<file path="config.mk">
export PLATFORM = sky130hd
export DESIGN_NAME = stack_controller
export DESIGN_NICKNAME = d
export VERILOG_FILES = /design/src/rtl/stack_ctrl_pkg.sv /design/src/rtl/stack_ctrl_decode.sv /design/src/rtl/stack_controller.sv
export SDC_FILE = /design/constraint.sdc
export NUM_CORES = 1
export LEC_CHECK = 0
export CAP_MARGIN = 20
export CORE_AREA = 2 2 39 41
export CTS_CLUSTER_SIZE = 20
export DETAILED_ROUTE_END_ITERATION = 12
export DIE_AREA = 0 0 41 43
export PLACE_DENSITY = 0.79
export SLEW_MARGIN = 10
export SYNTH_ARGS = -nofsm -noshare
export SYNTH_HDL_FRONTEND = slang
export SYNTH_SLANG_ARGS = --single-unit
</file>
<file path="constraint.sdc">
create_clock -name clk -period 3.6 [get_ports clk]
set_input_delay 1.08 -clock clk [delete_from_list [all_inputs] [get_ports clk]]
set_output_delay 1.08 -clock clk [all_outputs]
set_load 0.05 [all_outputs]
</file>
<file path="src/rtl/stack_ctrl_pkg.sv">
// stack_ctrl_pkg: shared opcode, ALU, state and control-vector types for the stack-machine controller
package stack_ctrl_pkg;
  localparam int IR_OP_MSB = 7;
  localparam int IR_OP_LSB = 5;
  localparam int IR_OPW = IR_OP_MSB - IR_OP_LSB + 1;
  typedef enum logic [2:0] {
    OP_ADD, OP_SUB, OP_AND, OP_NOT, OP_PUSH, OP_POP, OP_JMP, OP_JZ
  } opcode_e;
  typedef enum logic [1:0] {ALU_ADD, ALU_SUB, ALU_AND, ALU_NOT} alu_op_e;
  typedef enum logic [2:0] {
    S_FETCH, S_DECODE, S_POPX, S_POPY, S_EXEC, S_PUSHM, S_POPM
  } state_e;
  typedef struct packed {
    logic    ir_write;
    logic    pc_update;
    logic    pc_write;
    logic    adr_src;
    logic    mem_write;
    logic    stack_src;
    logic    push;
    logic    pop;
    logic    x_write;
    logic    y_write;
    alu_op_e alu_control;
  } ctrl_t;
endpackage

</file>
<file path="src/rtl/stack_ctrl_decode.sv">
// stack_ctrl_decode: combinational state/opCode/NorTop/stall -> packed control vector (ctrl_t bit order)
module stack_ctrl_decode
  import stack_ctrl_pkg::*;
(
  input  logic [2:0]  state,
  input  logic [2:0]  op_code,
  input  logic        nor_top,
  input  logic        stall,
  output logic [11:0] ctrl
);
  ctrl_t c;
  opcode_e op;
  assign op = opcode_e'(op_code);
  assign ctrl = c;
  always_comb begin
    c = '0;
    c.alu_control = alu_op_e'(op_code[1:0]);
    case (state_e'(state))
      S_FETCH: begin
        c.ir_write = !stall;
        c.pc_update = !stall;
      end
      S_DECODE: c.pc_write = (op == OP_JMP) || (op == OP_JZ && nor_top);
      S_POPX: begin
        c.x_write = 1'b1;
        c.pop = 1'b1;
      end
      S_POPY: begin
        c.y_write = 1'b1;
        c.pop = 1'b1;
      end
      S_EXEC: c.push = 1'b1;
      S_PUSHM: begin
        c.adr_src = 1'b1;
        c.stack_src = 1'b1;
        c.push = 1'b1;
      end
      S_POPM: begin
        c.adr_src = 1'b1;
        c.mem_write = 1'b1;
        c.pop = 1'b1;
      end
      default: ;
    endcase
  end
endmodule

</file>
<file path="src/rtl/stack_controller.sv">
// stack_controller: fetch/decode/execute FSM for the 8-bit stack CPU; PERF_CNT_EN enables the instr_cnt retired-instruction counter
module stack_controller
  import stack_ctrl_pkg::*;
#(
  parameter int OPW  = IR_OPW,
  parameter int CNTW = 16
) (
  input  logic            clk,
  input  logic            rst,
  input  logic            stall,
  input  logic [OPW-1:0]  opCode,
  input  logic            NorTop,
  output logic            IRwrite,
  output logic            PCUpdate,
  output logic            PCwrite,
  output logic            AdrSrc,
  output logic            MemWrite,
  output logic            StackSrc,
  output logic            Push,
  output logic            Pop,
  output logic            Xwrite,
  output logic            Ywrite,
  output logic [1:0]      ALUControl,
  output logic            fetch_busy,
  output logic [CNTW-1:0] instr_cnt
);
  state_e state, state_nxt;
  logic [11:0] ctrl;
  always_ff @(posedge clk) state <= rst ? S_FETCH : state_nxt;
  always_comb begin
    state_nxt = S_FETCH;
    case (state)
      S_FETCH: state_nxt = stall ? S_FETCH : S_DECODE;
      S_DECODE:
        case (opCode)
          OP_ADD, OP_SUB, OP_AND, OP_NOT: state_nxt = S_POPX;
          OP_PUSH: state_nxt = S_PUSHM;
          OP_POP: state_nxt = S_POPM;
          default: state_nxt = S_FETCH;
        endcase
      S_POPX: state_nxt = (opCode == OP_NOT) ? S_EXEC : S_POPY;
      S_POPY: state_nxt = S_EXEC;
      default: state_nxt = S_FETCH;
    endcase
  end
  stack_ctrl_decode u_decode (
    .state  (state),
    .op_code(opCode),
    .nor_top(NorTop),
    .stall  (stall),
    .ctrl   (ctrl)
  );
  assign {IRwrite, PCUpdate, PCwrite, AdrSrc, MemWrite, StackSrc, Push, Pop,
          Xwrite, Ywrite, ALUControl} = rst ? 12'd0 : ctrl;
  assign fetch_busy = rst || !(state == S_FETCH && stall);
`ifdef PERF_CNT_EN
  logic [CNTW-1:0] cnt;
  logic retire;
  assign retire = state_nxt == S_FETCH &&
                  (state == S_DECODE || state == S_EXEC || state == S_PUSHM || state == S_POPM);
  always_ff @(posedge clk) cnt <= rst ? '0 : cnt + CNTW'(retire);
  assign instr_cnt = cnt;
`else
  assign instr_cnt = '0;
`endif
  always_ff @(posedge clk)
    if (!rst && state == S_DECODE)
      assert (!$isunknown(opCode)) else $error("stack_controller: unknown opCode in DECODE");
endmodule
</file>
==> commit_impl_results.txt, run 1 <==
Update PnR metrics after Yosys + OpenROAD run

- Summed over all nets, wire length on met3 after detailed routing comes to 96 um.
* End of the worst hold path: state[1]$_SDFF_PP0_
- Via count of the first global-routing pass: 325
- Clk_skew: 0.000432 ns
- Per the layout area report, the combinational gate area comes to 269 um2.
- Clock transition at the register clock pins on the worst setup and hold paths after CTS: 0.04 ns
* Number of well taps: 16
* Startpoint of the lowest-slack hold path: state[2]$_SDFF_PP0_
- Combinational cells consume a total of 0.106 mW.
- Number of multi-input combinational cells in the layout: 48
- Total global routing track utilization: 11.9%
- Number of synthesized register bits: 3
- Overall routed net length: 911 um
- For this run, global-route usage on met3 was measured as 6.28%.
- The number of clock sinks came to 3.
* Total via count in the routed design: 401
- Final hold slack: 0.637 ns
- Number of cells in the finished layout apart from fillers: 94
* Status: finished clean
- Critical Path End: Xwrite
* Sequential power share: 19.9%
- Per the GRT congestion report, total overflow comes to 0.
run 1: critical path: stages:
cell and delay, ns:
sky130_fd_sc_hd__clkdlybuf4s50_1 0.41, sky130_fd_sc_hd__or2_2 0.34, sky130_fd_sc_hd__nor3_1 0.30, sky130_fd_sc_hd__buf_12 0.19
run 1: kinds of logic (layout without fill, tap and decap cells):
kind of cell | Yosys count | after routing | share of synthesized area (%)
compound gates | 9 | 9 | 13.6
buf+inv | 22 | 27 | 37.5
flops | 3 | 3 | 14.9
other cells | 1 | 16 | 0.928
simple gates | 23 | 23 | 33.1
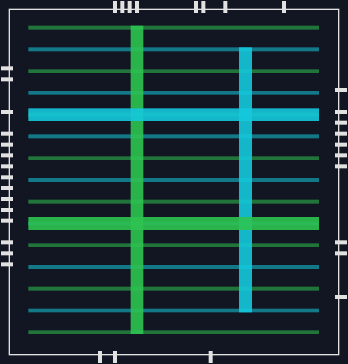
**Above:** run 1 (PDN straps and rails).
(8 px per um) Pins as bars on the die edge.
color	net
green	VSS
cyan	VDD
met1 rails	15
signal pins	36
met5 straps	2
met4 straps	2
rows	14
maximum ir drop on the vdd rail: 0.136 mV
horizontal extent of the die: 41 um

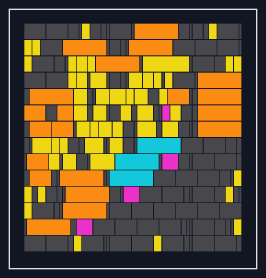
**Above:** run 1 (placement by cell class).
(6 px per um) Fill, decap, tap and diode cells in gray.
color	class	cells	share of their area
cyan	registers	3	8.6%
magenta	clock drivers and dummy loads	4	3.8%
yellow	remaining logic cells	51	40%
orange	remaining buffers and delay cells	20	47%
share of the core filled with cells in the final layout: 51.6%
area of all placed cells without fillers: 714 um2
core footprint: 1380 um2
standard-cell row count: 14

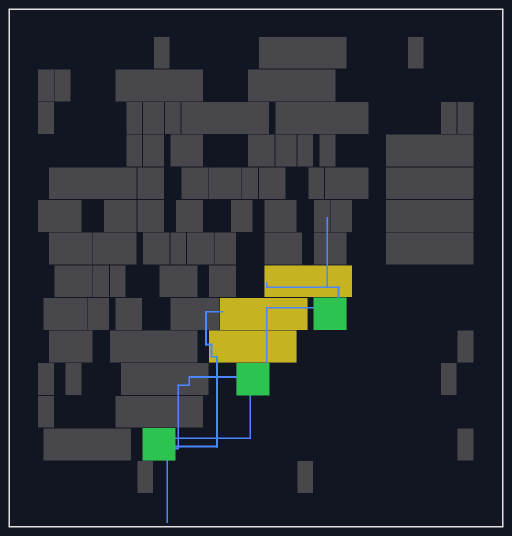
**Above:** run 1 (clock wires, drivers and flops).
(12 px per um)
[yellow] flip-flops | count: 3
[blue] clock wires | length: 72.0 um
[green] clock-net drivers | count: 3
routed clock nets	4
Skew-Pair Late Insertion Delay: 0.23 ns
clock network fraction of design power: 28.5%
clock group power: 0.0587 mW

## Run 2: what changed since run 1
--- a/config.mk
+++ b/config.mk
@@ -7,6 +7,7 @@
 export LEC_CHECK = 0
 export CAP_MARGIN = 20
 export CORE_AREA = 2 2 39 41
+export CTS_CLUSTER_DIAMETER = 40
 export CTS_CLUSTER_SIZE = 20
 export DETAILED_ROUTE_END_ITERATION = 12
 export DIE_AREA = 0 0 41 43
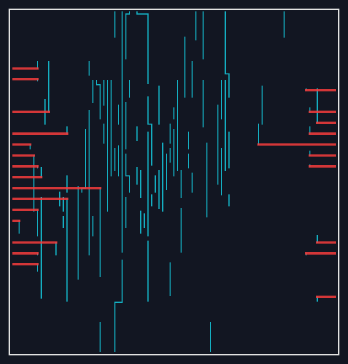
**Above:** run 2 (routed metal, one color a layer).
(8 px per um) Only two layers are drawn.
color	layer	wire length
red	M3	96.2 um
cyan	M2	460 um
overall routed net length: 911 um
total global routing track utilization: 11.9%
average wire length per cell after detail routing: 9.69 um
total via count in the routed design: 401

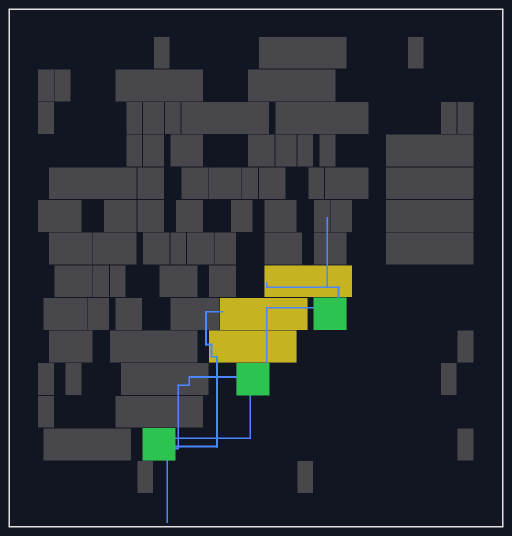
**Above:** run 2 (clock wires, drivers and flops).
(12 px per um)
[green] clock-net drivers | count: 3
[blue] clock wires | length: 72.0 um
[yellow] flip-flops | count: 3
routed clock nets	4
clk_skew: 0.000432 ns

==> commit_impl_results.txt, run 2 <==
Update PnR metrics after Yosys + OpenROAD run

- Ordered list of cells on the worst path: clkdlybuf4s50_1, or2_2, nor3_1, buf_12
* Number of cells in the finished layout apart from fillers: 94 (unchanged)
* M3 GR Usage: 6.28% (unchanged)
* Standard-cell row count: 14 (unchanged)
- Clock group power: 0.0587 mW (about the same)
- Metal3 WL: 96 um (unchanged)
- Count of cell instances traversed by the critical path: 4 (unchanged)
- Maximum ir drop on the vdd rail: 0.136 mV (unchanged)
* Via count of the first global-routing pass: 325 (unchanged)
* Area of all placed cells without fillers: 714 um2 (unchanged)
- Mux area share: 0% (unchanged)
- The biggest cell delay along the critical path was 0.41 ns (about the same).
- Critical Path End: Xwrite
- The and-or/or-and share of the synthesized area was 13.6% (unchanged).
* Cell family with the largest share of critical-path delay: simple AND/OR/NAND/NOR gates
- Skew-Pair Late Insertion Delay: 0.23 ns (about the same)
* Core footprint: 1380 um2 (unchanged)
- Clock network fraction of design power: 28.5% (about the same)
* Adder-cell share of the synthesized area: 0% (unchanged)
* Total grt overflow: 0 (unchanged)
- Combinational Power: 0.106 mW (about the same)
- In this run the most critical hold path is launched from state[2]$_SDFF_PP0_.
* Status: finished clean
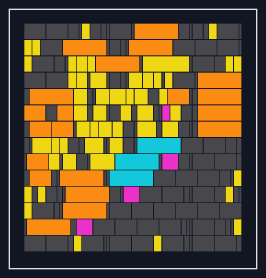
**Above:** run 2 (placement by cell class).
(6 px per um) Fill, decap, tap and diode cells in gray.
color	class	cells	share of their area
cyan	registers	3	8.6%
magenta	clock drivers and dummy loads	4	3.8%
yellow	remaining logic cells	51	40%
orange	remaining buffers and delay cells	20	47%
fraction of area in registers: 8.41%

## run 2: cell counts in the layout (fill, tap and decap cells not counted)
No cell type changed its count.
## run 2: stage by stage
step           hold WS [ns]  utilization (%)  setup slack, ns
5_1_grt               0.683             51.6            0.143
3_5_place_dp          0.633             49.7            0.203
4_1_cts               0.642             51.6            0.203
3_3_place_gp          0.623             49.7            0.211
2_1_floorplan         0.550                -           0.0570
6_report              0.637             51.6            0.208
## run 2: area by class of cell
cell class | instances | area [um2]
Multi-Input combinational cell | 48 | 269
Clock buffer | 4 | 26.3
Timing Repair Buffer | 20 | 328
Fill cell | 131 | 669
Inverter | 3 | 11.3
Tap cell | 16 | 20.0
Sequential cell | 3 | 60.1
**Run 2: PDN straps and rails**

(8 px per um) Pins as bars on the die edge.
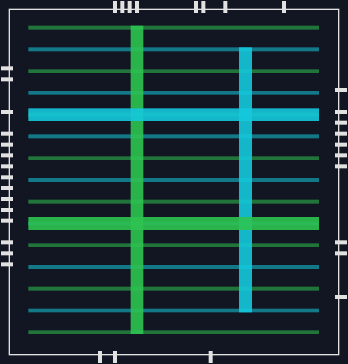

## Run 3: what changed since run 2
--- a/config.mk
+++ b/config.mk
@@ -6,12 +6,14 @@
 export NUM_CORES = 1
 export LEC_CHECK = 0
 export CAP_MARGIN = 20
-export CORE_AREA = 2 2 39 41
+export CELL_PAD_IN_SITES_DETAIL_PLACEMENT = 2
+export CELL_PAD_IN_SITES_GLOBAL_PLACEMENT = 2
+export CORE_ASPECT_RATIO = 0.9
+export CORE_UTILIZATION = 12
 export CTS_CLUSTER_DIAMETER = 40
 export CTS_CLUSTER_SIZE = 20
 export DETAILED_ROUTE_END_ITERATION = 12
-export DIE_AREA = 0 0 41 43
-export PLACE_DENSITY = 0.79
+export PLACE_DENSITY_LB_ADDON = 0.1
 export SLEW_MARGIN = 10
 export SYNTH_ARGS = -nofsm -noshare
 export SYNTH_HDL_FRONTEND = slang
==> constraint.sdc (replaced) <==
create_clock -name clk -period 3 [get_ports clk]
set_input_delay 0.9 -clock clk [delete_from_list [all_inputs] [get_ports clk]]
set_output_delay 0.9 -clock clk [all_outputs]
set_load 0.05 [all_outputs]
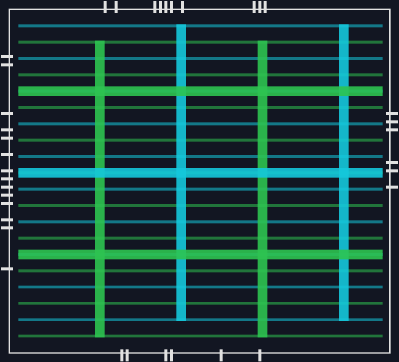
**Above:** run 3 (PDN straps and rails).
(6 px per um) Pins as bars on the die edge.
color	net
cyan	VDD
green	VSS
met1 rails	20
met4 straps	4
signal pins	36
met5 straps	3
core footprint: 3140 um2
horizontal extent of the die: 63.2 um
maximum ir drop on the vdd rail: 0.101 mV
Die H: 57.1 um

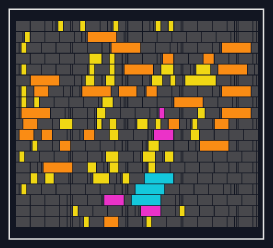
**Above:** run 3 (placement by cell class).
(4 px per um) Fill, decap, tap and diode cells in gray.
color	class	cells	share of their area
yellow	remaining logic cells	51	38%
orange	remaining buffers and delay cells	26	49%
magenta	clock drivers and dummy loads	4	5.8%
cyan	registers	3	7.8%
standard-cell row count: 19
area of all placed cells without fillers: 825 um2
share of the core filled with cells in the final layout: 26.3%
fraction of area in registers: 7.28%

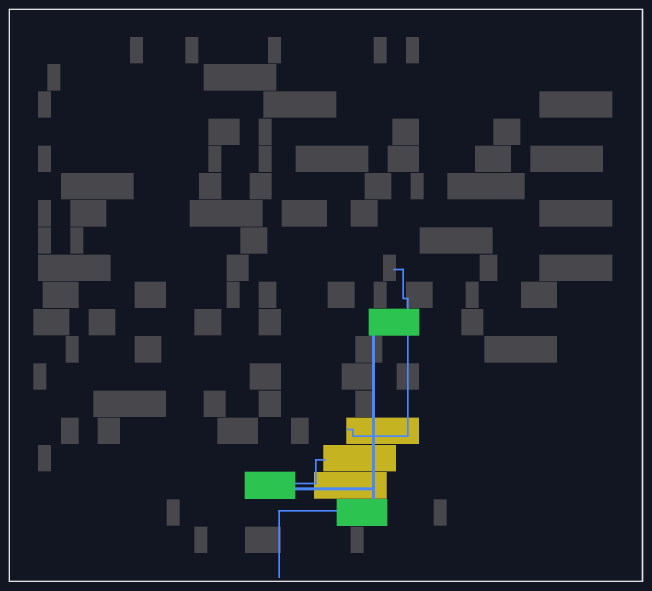
**Above:** run 3 (clock wires, drivers and flops).
(10 px per um)
[blue] clock wires | length: 76.1 um
[green] clock-net drivers | count: 3
[yellow] flip-flops | count: 3
routed clock nets	4
clock group power: 0.117 mW
Skew-Pair Late Insertion Delay: 0.22 ns

==> commit_impl_results.txt, run 3 <==
Update PnR metrics after Yosys + OpenROAD run

- Power per unit of standard cell area: 370 nW/um2
- The number of clock buffers in the layout is 4 (unchanged).
* Average wire length per cell after detail routing: 10.3 um (+6.7%)
- Metal3 WL: 110 um (+15%)
- The multi-input logic cell count came to 48 (unchanged).
- Largest class: buffers
- M3 GR Usage: 2.80% (-3.5 points)
- The global-route congestion overflow total came to 0 (unchanged).
- The global router's overall resource usage is 7.63% (-4.3 points).
- Bufs w/o clock: 26 (+30%)
- Critical Path End: PCwrite
- By count the netlist is led by 18 x sky130_fd_sc_hd__buf_4, 7 x sky130_fd_sc_hd__nor2_1, 4 x sky130_fd_sc_hd__nand2b_1.
- Post-detailed-route via-to-cell ratio: 3.40
- Non-clock buffer area fraction after layout: 45.5% (-0.36 points)
* Largest incremental delay on the critical path: 0.48 ns (+0.07 ns)
- The setup check on the worst reg-to-reg path leaves a slack of 1.67 ns.
- Clk_skew: 0.00471 ns (+0.00428 ns)
- Post-Place Setup Slack: -0.0428 ns (-0.245 ns)
- Summing over the stages, the warning tally comes to 27.
* Via count of the first global-routing pass: 444 (+37%)
- The routed wire length was 1.30 mm (+43%).
* Layer with the highest usage: met2
- Total via count in the routed design: 428 (+6.7%)
- The multi-input gate share of total cell area was 34.0% (-3.7 points).
* Startpoint of the lowest-slack hold path: state[0]$_SDFF_PP0_
- The count of non-CTS inverters in the layout was 3 (unchanged).
- Routability Congestion: 0.646
* Tally of buffers added on design ports: 19
- Most used DFF post-synth: sky130_fd_sc_hd__dfxtp_1
* Final hold slack: 0.683 ns (+0.0460 ns)
* Count of placed standard cells including taps: 121
- Combined flip-flop and latch cell area: 60.1 um2 (unchanged)
- The run finished with clean final reports.
- Filler instances: 381 (+190%)
* Area used by multi-input combinational logic: 280 um2 (+4.2%)
- The synthesized design contains 0 enable-type register cells.
- Uppermost layer routed: met4
- The number of sequential cells was 3 (unchanged).
- The final cell count without fillers came to 126 (+34%).
* RSZ-0062 raised after global routing: false
* Ordered list of cells on the worst path: clkdlybuf4s50_1, nor2b_2, o21ai_0, nor2_2, buf_12
## run 3: worst max-delay path, delay by kind of cell
kind | cells | cell delay, ns
buf+inv | 2 | 0.63
compound gates | 1 | 0.11
simple gates | 2 | 0.30
## run 3: logic make-up (layout without fill, tap and decap cells)
family	count (synthesis)	after routing	synth area share, %
other cells	1	16	0.928
simple gates	23	23	33.1
compound gates	9	9	13.6
buf+inv	22	33	37.5
flops	3	3	14.9
## run 3: power breakdown
part,internal (mW),switching [mW]
Combinational,0.0476,0.0896
Clock,0.0906,0.0264
Sequential,0.0428,0.00786
Total,0.181,0.124
## run 3: what timing repair did
action                     4_1_cts  5_1_grt
setup buffers                    1        0
pin swaps                        1        1
resized                          1        2
hold buffers                     0        0
setup endpoints to repair        2        8
Power is estimated from default activity; no workload was simulated.
